[src/rtl/half_adder_pkg.sv]
// half_adder_pkg: shared result type and single-lane half-add evaluation
package half_adder_pkg;
  typedef struct packed {
    logic carry;
    logic sum;
  } ha_res_t;
  function automatic ha_res_t ha_eval(input logic a, input logic b);
    return '{carry: a & b, sum: a ^ b};
  endfunction
endpackage

[src/rtl/half_adder_cell.sv]
// half_adder_cell: one combinational half-adder lane
module half_adder_cell
  import half_adder_pkg::*;
(
  input  logic a_i,
  input  logic b_i,
  output logic sum_o,
  output logic carry_o
);
  ha_res_t res;
  always_comb res = ha_eval(a_i, b_i);
  assign sum_o   = res.sum;
  assign carry_o = res.carry;
endmodule

[src/rtl/half_adder.sv]
// half_adder: WIDTH-lane half adder with qualified output register and saturating carry counter
module half_adder #(
  parameter int WIDTH = 1,
  parameter int CNT_W = 8
) (
  input  logic             clk,
  input  logic             rst_n,
  input  logic [WIDTH-1:0] a,
  input  logic [WIDTH-1:0] b,
  input  logic             in_valid,
  output logic [WIDTH-1:0] sum,
  output logic [WIDTH-1:0] carry,
  output logic [WIDTH-1:0] sum_q,
  output logic [WIDTH-1:0] carry_q,
  output logic             out_valid,
  output logic [CNT_W-1:0] carry_cnt
);
  logic [WIDTH-1:0] sum_d, carry_d;
  logic [CNT_W-1:0] cnt_q, cnt_d;
  for (genvar g = 0; g < WIDTH; g++) begin : g_lane
    half_adder_cell u_cell (
      .a_i(a[g]),
      .b_i(b[g]),
      .sum_o(sum[g]),
      .carry_o(carry[g])
    );
  end
  always_comb begin
    sum_d   = in_valid ? sum : sum_q;
    carry_d = in_valid ? carry : carry_q;
    cnt_d   = (in_valid && |carry && cnt_q != '1) ? cnt_q + CNT_W'(1) : cnt_q;
  end
  always_ff @(posedge clk or negedge rst_n) begin
    if (!rst_n) begin
      sum_q     <= '0;
      carry_q   <= '0;
      out_valid <= 1'b0;
      cnt_q     <= '0;
    end else begin
      sum_q     <= sum_d;
      carry_q   <= carry_d;
      out_valid <= in_valid;
      cnt_q     <= cnt_d;
    end
  end
  assign carry_cnt = cnt_q;
endmodule

[config.mk]
export PLATFORM = sky130hd
export DESIGN_NAME = half_adder
export DESIGN_NICKNAME = d
export VERILOG_FILES = /design/src/rtl/half_adder_pkg.sv /design/src/rtl/half_adder_cell.sv /design/src/rtl/half_adder.sv
export SDC_FILE = /design/constraint.sdc
export NUM_CORES = 1
export LEC_CHECK = 0
export CORE_AREA = 2 2 39 41
export CTS_BUF_LIST = sky130_fd_sc_hd__clkbuf_4
export DETAILED_ROUTE_END_ITERATION = 7
export DIE_AREA = 0 0 41 43
export PLACE_DENSITY_LB_ADDON = 0.1
export RECOVER_POWER = 25
export SYNTH_ARGS = -nofsm -noshare
export SYNTH_HDL_FRONTEND = slang
export SYNTH_HIERARCHICAL = 1
export SYNTH_SLANG_ARGS = --single-unit
[constraint.sdc]
create_clock -name clk -period 4.25 [get_ports clk]
set_input_delay 0.85 -clock clk [delete_from_list [all_inputs] [get_ports clk]]
set_output_delay 0.85 -clock clk [all_outputs]
set_load 0.02 [all_outputs]
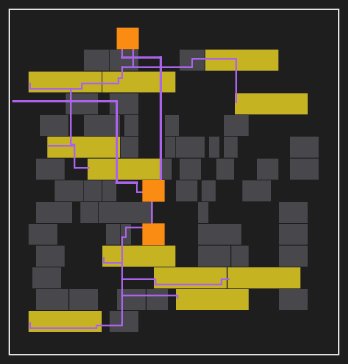
(run_1/clock_map.png)
Drawn at 8 px/um.
[flip-flops] yellow | count: 11
[clock wires] purple | length: 167 um
[cells driving clock nets] orange | count: 3
flops lie	widely spread
routed clock nets	4

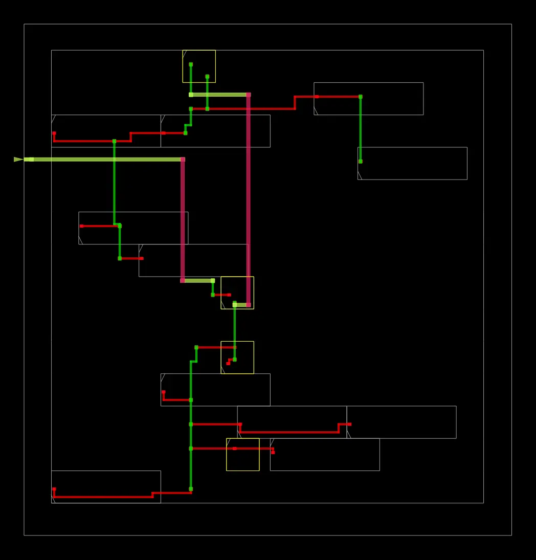
(run_1/final_clocks.png)
flop count: 11
number of clock buffers inserted by TritonCTS: 3
clk_buf instances: 4
Power Clock: 78.9 uW

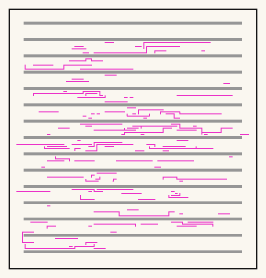
(run_1/met1.png)
Drawn at 6 px/um. Supply wires on this layer in grey.
longest straight run	11.0 um
nets with wire on the layer	57
wire length on this layer	413 um
share of all routed wire	43%

==> impl_report.txt, run 1 <==
IMPLEMENTATION SUMMARY REPORT
----------------------------------------------------
[Setup path]
  Maximum single-stage delay on the critical path ........................ 600 ps
  Critical path's slowest cell ........................ clkdlybuf4s50_1
  Kind of end point of the critical path ........................ primary output
  Startpoint-to-endpoint class of the critical path ........................ in2out
  Logic depth of the worst path, buffers included ........................ 3
  Logic depth of the worst register-to-register path ........................ 5
  Kind of start point of the critical path ........................ input port
  Critical path data required time ........................ 3400 ps
  Crit path DAT ........................ 2150 ps
  End of the critical path ........................ sum
  Critical Path Most Common Cell ........................ clkdlybuf4s50_1
  Largest fanout on the critical path ........................ 2
  Worst setup slack for register-to-register paths ........................ 2790 ps
  Family with the most delay on the worst path ........................ buffers and inverters

[Logic synthesis]
  Top non-seq family ........................ simple AND/OR/NAND/NOR gates
  FFs w/ async S/R, synth ........................ 1.000
  Total cell area reported by yosys after synthesis ........................ 516.7 sq um
  Dominant cell by count in the synthesized netlist ........................ dfrtp_1
  Top cells, area ........................ dfrtp_1 (53%), xnor2_1 (5.1%), ha_1 (4.8%)
  Net count after synthesis ........................ 49
  MUX share of area ........................ 0.09443
  Number of distinct library cells after synthesis ........................ 22
  Simple logic cell fraction of the synthesized area ........................ 0.1598
  Area share, top type ........................ 0.5327
  YS warnings ........................ 6
  EDFF count, synth ........................ 0
  Fraction of the mapped netlist area in compound gates ........................ 0.1065
  Synth Register Bits ........................ 11
  Synth Area in XOR/XNOR ........................ 0.05085
  Most frequent cells after synthesis ........................ dfrtp_1 (11), nand3_1 (3), xnor2_1 (3)
  Most frequently used flop master after synthesis ........................ dfrtp_1

[Timing]
  Setup TNS ........................ 0 ps
  Total of endpoints with negative setup slack in the final report ........................ 0
  RSZ-0062 raised after global routing ........................ false
  Max-slew violation count ........................ 0
  Worst-case hold slack ........................ 510.2 ps
  Hold Fails Final Rpt ........................ 0

[Layout]
  Dominant class by area ........................ sequential cells
  Fill count ........................ 139
  Nonclk buf count ........................ 17
  Data buffer area share ........................ 0.2309
  Non-clock inverter count ........................ 1
  Layout cell share with drive strength beyond 1 ........................ 0.2063
  Antenna diodes ........................ 0
  Post-route cell area ........................ 737.0 sq um
  Count of multi-input gates ........................ 30
  Logic cell area ........................ 237.7 sq um
  Top logic cells by instance count in the layout ........................ clkdlybuf4s50_1 (15), dfrtp_1 (11), clkbuf_4 (4)
  Seq area share ........................ 0.3735
  Dominant logic cell type in the layout ........................ clkdlybuf4s50_1

[Route]
  Antenna violation net count after detailed routing ........................ 0
  Average vias per placed instance ........................ 4.962
  Routed wl met2 ........................ 454 um
  Uppermost metal layer occupied by signal nets ........................ met4
  Detailed-route DRC error count ........................ 0

[Power and ir drop]
  Switching power share of the total ........................ 0.3578
  Internal Pwr Total ........................ 244.6 uW
  Part of the total power dissipated in combinational logic ........................ 0.370
  Switching power ........................ 136.3 uW
  Power in sequential cells ........................ 161 uW
  Post-route total power ........................ 380.9 uW

[Place]
  Final weighted congestion of routability-driven global placement ........................ 0.7045
  Placed cell count ........................ 75

[Global routing]
  Largest net degree at the start of global routing ........................ 12
  Overall Global Routing Usage ........................ 0.1453
  Grt ovf ........................ 0
  Met1 Resource Use GR ........................ 0.1806
  Highest-utilization routing layer at the global route stage ........................ met2
  Wire length of the first global-routing pass ........................ 1.662 mm
  Vias in the first global route ........................ 376
  Met2 routing resource usage after global routing ........................ 0.2094

[Outcome]
  Result of the run ........................ completed

[CTS]
  CTS H-tree lvls ........................ 1
  Root Driver ........................ clkbuf_4
  # resized after CTS ........................ 0
  Insertion delay of the later-clocked pin in the worst-skew pair ........................ 270 ps
  Maximum count of clock buffers along a single path ........................ 2
  Number of buffers inserted by hold repair at cts ........................ 0

[Run]
  Reported max-cap violation count ........................ 0
  Number of warnings in the stage logs ........................ 26

[Min path]
  Class of the tightest hold or removal check ........................ reg2reg
  Beginning of the worst hold path ........................ sum_q
  Hold path endpoint ........................ sum_q

[Floorplan]
  Chip Footprint ........................ 1763 sq um
  Number of top-level design ports ........................ 18
  Core area ........................ 1384 sq um
  Die width ........................ 41 um

----------------------------------------------------
==> run 2: changes to the inputs <==
clock period = 2.8 ns   (was 4.25 ns; I/O delays follow)
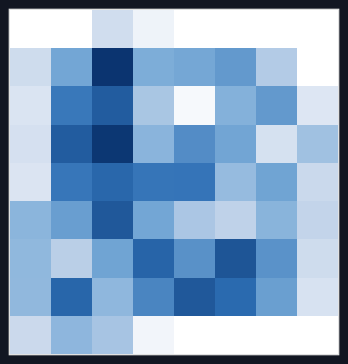
(run_2/density.png)
Drawn at 8 px/um. The die is cut into 8 by 9 equal tiles; white is low, dark blue is high, 0 to 100% covered.
mean over tiles	41%
emptiest ninth of the die	north-east
nearly empty tiles	15%
fullest tile	98%
tiles over 75% full	15%
effective utilization at floorplan: 0.3734
core area: 1384 sq um
Final Core Density: 0.5326

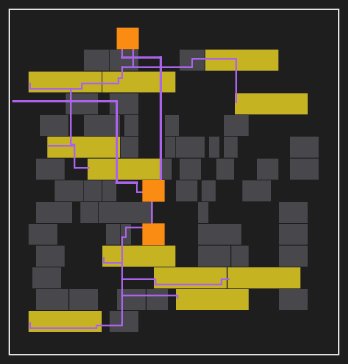
(run_2/clock_map.png)
Drawn at 8 px/um.
[cells driving clock nets] orange | count: 3
[flip-flops] yellow | count: 11
[clock wires] purple | length: 167 um
routed clock nets	4
flops lie	widely spread

==> impl_report.txt, run 2 <==
IMPLEMENTATION SUMMARY REPORT
----------------------------------------------------
[Layout]
  Antenna diodes ........................ 0 (unchanged)
  Count of multi-input gates ........................ 30 (unchanged)
  Dominant logic cell type in the layout ........................ clkdlybuf4s50_1 (unchanged)
  Fill count ........................ 139 (unchanged)
  Logic cell area ........................ 237.7 sq um (unchanged)
  Data buffer area share ........................ 0.2309 (unchanged)
  Layout cell share with drive strength beyond 1 ........................ 0.2063 (unchanged)
  Post-route cell area ........................ 737.0 sq um (unchanged)
  Non-clock inverter count ........................ 1 (unchanged)
  Dominant class by area ........................ sequential cells (unchanged)
  Clk_buf instances ........................ 4 (unchanged)

[CTS]
  Insertion delay of the later-clocked pin in the worst-skew pair ........................ 270 ps (about the same)
  Maximum count of clock buffers along a single path ........................ 2 (unchanged)
  # resized after CTS ........................ 0 (unchanged)
  Number of buffers inserted by hold repair at cts ........................ 0 (unchanged)
  Number of clock buffers inserted by TritonCTS ........................ 3 (unchanged)

[Place]
  Final weighted congestion of routability-driven global placement ........................ 0.7045 (unchanged)

[Timing]
  Hold Fails Final Rpt ........................ 0 (unchanged)
  Setup TNS ........................ 0 ps (unchanged)
  RSZ-0062 raised after global routing ........................ false (unchanged)
  Max-slew violation count ........................ 0 (unchanged)

[Run]
  Number of warnings in the stage logs ........................ 26 (unchanged)
  Reported max-cap violation count ........................ 0 (unchanged)

[Global routing]
  Met2 routing resource usage after global routing ........................ 0.2094 (unchanged)
  Largest net degree at the start of global routing ........................ 12 (unchanged)
  Highest-utilization routing layer at the global route stage ........................ met2 (unchanged)
  Overall Global Routing Usage ........................ 0.1453 (unchanged)
  Grt ovf ........................ 0 (unchanged)
  Wire length of the first global-routing pass ........................ 1.662 mm (unchanged)

[Setup path]
  Family with the most delay on the worst path ........................ buffers and inverters (unchanged)
  Kind of end point of the critical path ........................ primary output (unchanged)
  Critical Path Most Common Cell ........................ clkdlybuf4s50_1 (unchanged)
  Largest fanout on the critical path ........................ 2 (unchanged)
  Startpoint-to-endpoint class of the critical path ........................ in2out (unchanged)
  Crit path DAT ........................ 1860 ps (was 2150 ps)
  Kind of start point of the critical path ........................ input port (unchanged)
  End of the critical path ........................ sum (unchanged)

[Logic synthesis]
  Total cell area reported by yosys after synthesis ........................ 516.7 sq um (unchanged)
  Fraction of the mapped netlist area in compound gates ........................ 0.1065 (unchanged)
  Area share, top type ........................ 0.5327 (unchanged)
  Simple logic cell fraction of the synthesized area ........................ 0.1598 (unchanged)
  Most frequent cells after synthesis ........................ dfrtp_1 (11), nand3_1 (3), xnor2_1 (3) (unchanged)
  Net count after synthesis ........................ 49 (unchanged)
  Most frequently used flop master after synthesis ........................ dfrtp_1 (unchanged)
  Synth Register Bits ........................ 11 (unchanged)
  Synth Area in XOR/XNOR ........................ 0.05085 (unchanged)
  Top non-seq family ........................ simple AND/OR/NAND/NOR gates (unchanged)
  Top cells, area ........................ dfrtp_1 (53%), xnor2_1 (5.1%), ha_1 (4.8%) (unchanged)
  Dominant cell by count in the synthesized netlist ........................ dfrtp_1 (unchanged)

[Floorplan]
  Die width ........................ 41 um (unchanged)
  Chip Footprint ........................ 1763 sq um (unchanged)
  Number of top-level design ports ........................ 18 (unchanged)

[Route]
  Uppermost metal layer occupied by signal nets ........................ met4 (unchanged)
  Antenna violation net count after detailed routing ........................ 0 (unchanged)
  Detailed-route DRC error count ........................ 0 (unchanged)

[Power and ir drop]
  Post-route total power ........................ 578.1 uW (was 380.9 uW)
  Switching power ........................ 206.9 uW (was 136.3 uW)
  Power Clock ........................ 120 uW (was 78.9 uW)
  Switching power share of the total ........................ 0.3578 (about the same)
  Internal Pwr Total ........................ 371.3 uW (was 244.6 uW)

[Min path]
  Beginning of the worst hold path ........................ sum_q (unchanged)
  Class of the tightest hold or removal check ........................ reg2reg (unchanged)

[Outcome]
  Result of the run ........................ completed (unchanged)

----------------------------------------------------
==> run 3: changes to the inputs <==
clock period = 2.9 ns   (was 2.8 ns; I/O delays follow)
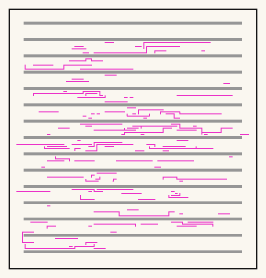
(run_3/met1.png)
Drawn at 6 px/um. Supply wires on this layer in grey.
nets with wire on the layer	57
main direction	horizontal
longest straight run	11.0 um
share of all routed wire	43%
number of vias after detailed routing: 392
met1 Resource Use GR: 0.1806
final WL: 952 um

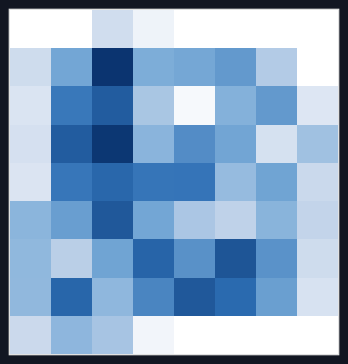
(run_3/density.png)
Drawn at 8 px/um. The die is cut into 8 by 9 equal tiles; white is low, dark blue is high, 0 to 100% covered.
tiles over 75% full	15%
mean over tiles	41%
nearly empty tiles	15%
fullest tile	98%

==> impl_report.txt, run 3 <==
IMPLEMENTATION SUMMARY REPORT
----------------------------------------------------
[CTS]
  Number of buffers inserted by hold repair at cts ........................ 0 (unchanged)
  Count of buffers added by post-CTS timing repair for setup ........................ 0 (unchanged)
  Maximum count of clock buffers along a single path ........................ 2 (unchanged)
  Number of clock buffers inserted by TritonCTS ........................ 3 (unchanged)
  Num Clock Sinks ........................ 11 (unchanged)
  Clock tree from TritonCTS ........................ built (unchanged)
  Root Driver ........................ clkbuf_4 (unchanged)
  Insertion delay of the later-clocked pin in the worst-skew pair ........................ 270 ps (about the same)
  # resized after CTS ........................ 0 (unchanged)
  CTS H-tree lvls ........................ 1 (unchanged)

[Logic synthesis]
  Total cell area reported by yosys after synthesis ........................ 516.7 sq um (unchanged)
  Net count after synthesis ........................ 49 (unchanged)
  Number of instances in the synthesized netlist ........................ 42 (unchanged)
  Synth Register Bits ........................ 11 (unchanged)
  Synth Area in XOR/XNOR ........................ 0.05085 (unchanged)
  Number of distinct library cells after synthesis ........................ 22 (unchanged)
  Area share, top type ........................ 0.5327 (unchanged)
  YS warnings ........................ 6 (unchanged)
  Fraction of the mapped netlist area in compound gates ........................ 0.1065 (unchanged)
  FFs w/ async S/R, synth ........................ 1.000 (unchanged)
  Synth Seq Share ........................ 0.5327 (unchanged)
  Most frequently used flop master after synthesis ........................ dfrtp_1 (unchanged)
  Area fraction in full adders, half adders and majority gates ........................ 0.04843 (unchanged)
  EDFF count, synth ........................ 0 (unchanged)
  Average footprint of a synthesized cell ........................ 12.30 sq um (unchanged)
  MUX share of area ........................ 0.09443 (unchanged)
  Simple logic cell fraction of the synthesized area ........................ 0.1598 (unchanged)
  Top cells, area ........................ dfrtp_1 (53%), xnor2_1 (5.1%), ha_1 (4.8%) (unchanged)
  Most frequent cells after synthesis ........................ dfrtp_1 (11), nand3_1 (3), xnor2_1 (3) (unchanged)
  Dominant cell by count in the synthesized netlist ........................ dfrtp_1 (unchanged)
  Top non-seq family ........................ simple AND/OR/NAND/NOR gates (unchanged)

[Global routing]
  Met3 track demand over resource ........................ 0.03665 (unchanged)
  Antenna violations before repair ........................ 0 (unchanged)
  Overall Global Routing Usage ........................ 0.1453 (unchanged)
  Wire length of the first global-routing pass ........................ 1.662 mm (unchanged)
  Met2 routing resource usage after global routing ........................ 0.2094 (unchanged)
  Grt ovf ........................ 0 (unchanged)
  Largest net degree at the start of global routing ........................ 12 (unchanged)
  Vias in the first global route ........................ 376 (unchanged)
  Highest-utilization routing layer at the global route stage ........................ met2 (unchanged)

[Route]
  Average vias per placed instance ........................ 4.962 (unchanged)
  Initial DRT Pass Iterations ........................ 4 (unchanged)
  Routed metal-1 wire length ........................ 413 um (unchanged)
  Routed wl met3 ........................ 57 um (unchanged)
  Starting DRT DRC Count ........................ 5 (unchanged)
  Routed wl met2 ........................ 454 um (unchanged)
  Uppermost metal layer occupied by signal nets ........................ met4 (unchanged)
  Detailed-route DRC error count ........................ 0 (unchanged)
  Antenna violation net count after detailed routing ........................ 0 (unchanged)

[Power and ir drop]
  Power Clock ........................ 116 uW (was 120 uW)
  Power dissipated in combinational cells ........................ 207 uW (was 214 uW)
  Power Density ........................ 757.4 nW/um^2 (was 784.5 nW/um^2)
  Part of the total power dissipated in combinational logic ........................ 0.370 (about the same)
  Group drawing the most power ........................ registers (unchanged)
  Clock group share of total power ........................ 0.207 (about the same)
  Share of total power in sequential cells ........................ 0.422 (about the same)
  Power in sequential cells ........................ 236 uW (was 244 uW)
  Peak supply drop ........................ 335.1 uV (was 347.1 uV)
  Switching power ........................ 199.7 uW (was 206.9 uW)
  Internal Pwr Total ........................ 358.5 uW (was 371.3 uW)
  Standby leakage power ........................ 0.2980 nW (unchanged)
  Switching power share of the total ........................ 0.3578 (about the same)
  Post-route total power ........................ 558.2 uW (was 578.1 uW)

[Layout]
  Post-route cell area ........................ 737.0 sq um (unchanged)
  Fill count ........................ 139 (unchanged)
  Dominant logic cell type in the layout ........................ clkdlybuf4s50_1 (unchanged)
  Synthesis-to-layout area growth ........................ 42.61% (unchanged)
  Combinational fraction of the cell area ........................ 0.3226 (unchanged)
  Data buffer area share ........................ 0.2309 (unchanged)
  Flip-flop count of the largest register, all copies and words added ........................ 8 (unchanged)
  Flop count ........................ 11 (unchanged)
  Seq area share ........................ 0.3735 (unchanged)
  Clk_buf instances ........................ 4 (unchanged)
  Top logic cells by instance count in the layout ........................ clkdlybuf4s50_1 (15), dfrtp_1 (11), clkbuf_4 (4) (unchanged)
  Non-clock inverter count ........................ 1 (unchanged)
  Final Core Density ........................ 0.5326 (unchanged)
  Logic cell area ........................ 237.7 sq um (unchanged)
  Dominant class by area ........................ sequential cells (unchanged)
  Count of multi-input gates ........................ 30 (unchanged)
  Antenna diodes ........................ 0 (unchanged)
  Nonclk buf count ........................ 17 (unchanged)
  Layout cell share with drive strength beyond 1 ........................ 0.2063 (unchanged)

[Setup path]
  Buffer and inverter count on the worst path ........................ 2 (unchanged)
  Worst flop-to-flop path endpoint ........................ carry_cnt[6] (unchanged)
  Critical path cell sequence ........................ clkdlybuf4s50_1 > ha_1 > clkdlybuf4s50_1 (unchanged)
  Largest fanout on the critical path ........................ 2 (unchanged)
  Critical path data required time ........................ 2320 ps (was 2240 ps)
  Startpoint-to-endpoint class of the critical path ........................ in2out (unchanged)
  Family with the most delay on the worst path ........................ buffers and inverters (unchanged)
  Kind of start point of the critical path ........................ input port (unchanged)
  Launching instance or port of the critical path ........................ a (unchanged)
  Crit path DAT ........................ 1880 ps (was 1860 ps)
  RR Startpoint ........................ carry_cnt[0] (unchanged)
  End of the critical path ........................ sum (unchanged)
  Logic depth of the worst register-to-register path ........................ 5 (unchanged)
  Kind of end point of the critical path ........................ primary output (unchanged)
  Critical path's slowest cell ........................ clkdlybuf4s50_1 (unchanged)
  Critical Path Most Common Cell ........................ clkdlybuf4s50_1 (unchanged)
  Logic depth of the worst path, buffers included ........................ 3 (unchanged)
  Maximum single-stage delay on the critical path ........................ 600 ps (about the same)
  Worst setup slack for register-to-register paths ........................ 1440 ps (was 1340 ps)

[Place]
  Placed cell count ........................ 75 (unchanged)
  Final weighted congestion of routability-driven global placement ........................ 0.7045 (unchanged)
  Placed cell areas ........................ 706.9 sq um (unchanged)
  Number of buffers added on ports ........................ 17 (unchanged)

[Floorplan]
  Number of top-level design ports ........................ 18 (unchanged)
  Number of core rows ........................ 14 (unchanged)
  Core area ........................ 1384 sq um (unchanged)
  Well Taps ........................ 16 (unchanged)
  Die width ........................ 41 um (unchanged)
  Effective utilization at floorplan ........................ 0.3734 (unchanged)
  Chip Footprint ........................ 1763 sq um (unchanged)

[Timing]
  Setup Skew ........................ 2.195 ps (unchanged)
  Time the worst path needs with I/O delays and setup ........................ 2460 ps
  Hold Fails Final Rpt ........................ 0 (unchanged)
  Slew HR ........................ 0.6537 (unchanged)
  Worst-case hold slack ........................ 510.2 ps (unchanged)
  Worst-Margin Slew ........................ 517.7 ps (unchanged)
  Post-layout worst setup margin ........................ 439.7 ps (was 379.7 ps)
  RSZ-0062 raised after global routing ........................ false (unchanged)
  Max-slew violation count ........................ 0 (unchanged)
  Setup TNS ........................ 0 ps (unchanged)
  Total of endpoints with negative setup slack in the final report ........................ 0 (unchanged)

[Outcome]
  Result of the run ........................ completed (unchanged)

[Run]
  Reported max-cap violation count ........................ 0 (unchanged)
  Number of warnings in the stage logs ........................ 26 (unchanged)

[Min path]
  Worst Hold Depth ........................ 1 (unchanged)
  Class of the tightest hold or removal check ........................ reg2reg (unchanged)
  Beginning of the worst hold path ........................ sum_q (unchanged)
  Hold path endpoint ........................ sum_q (unchanged)

----------------------------------------------------
Power and IR drop assume default switching activity.
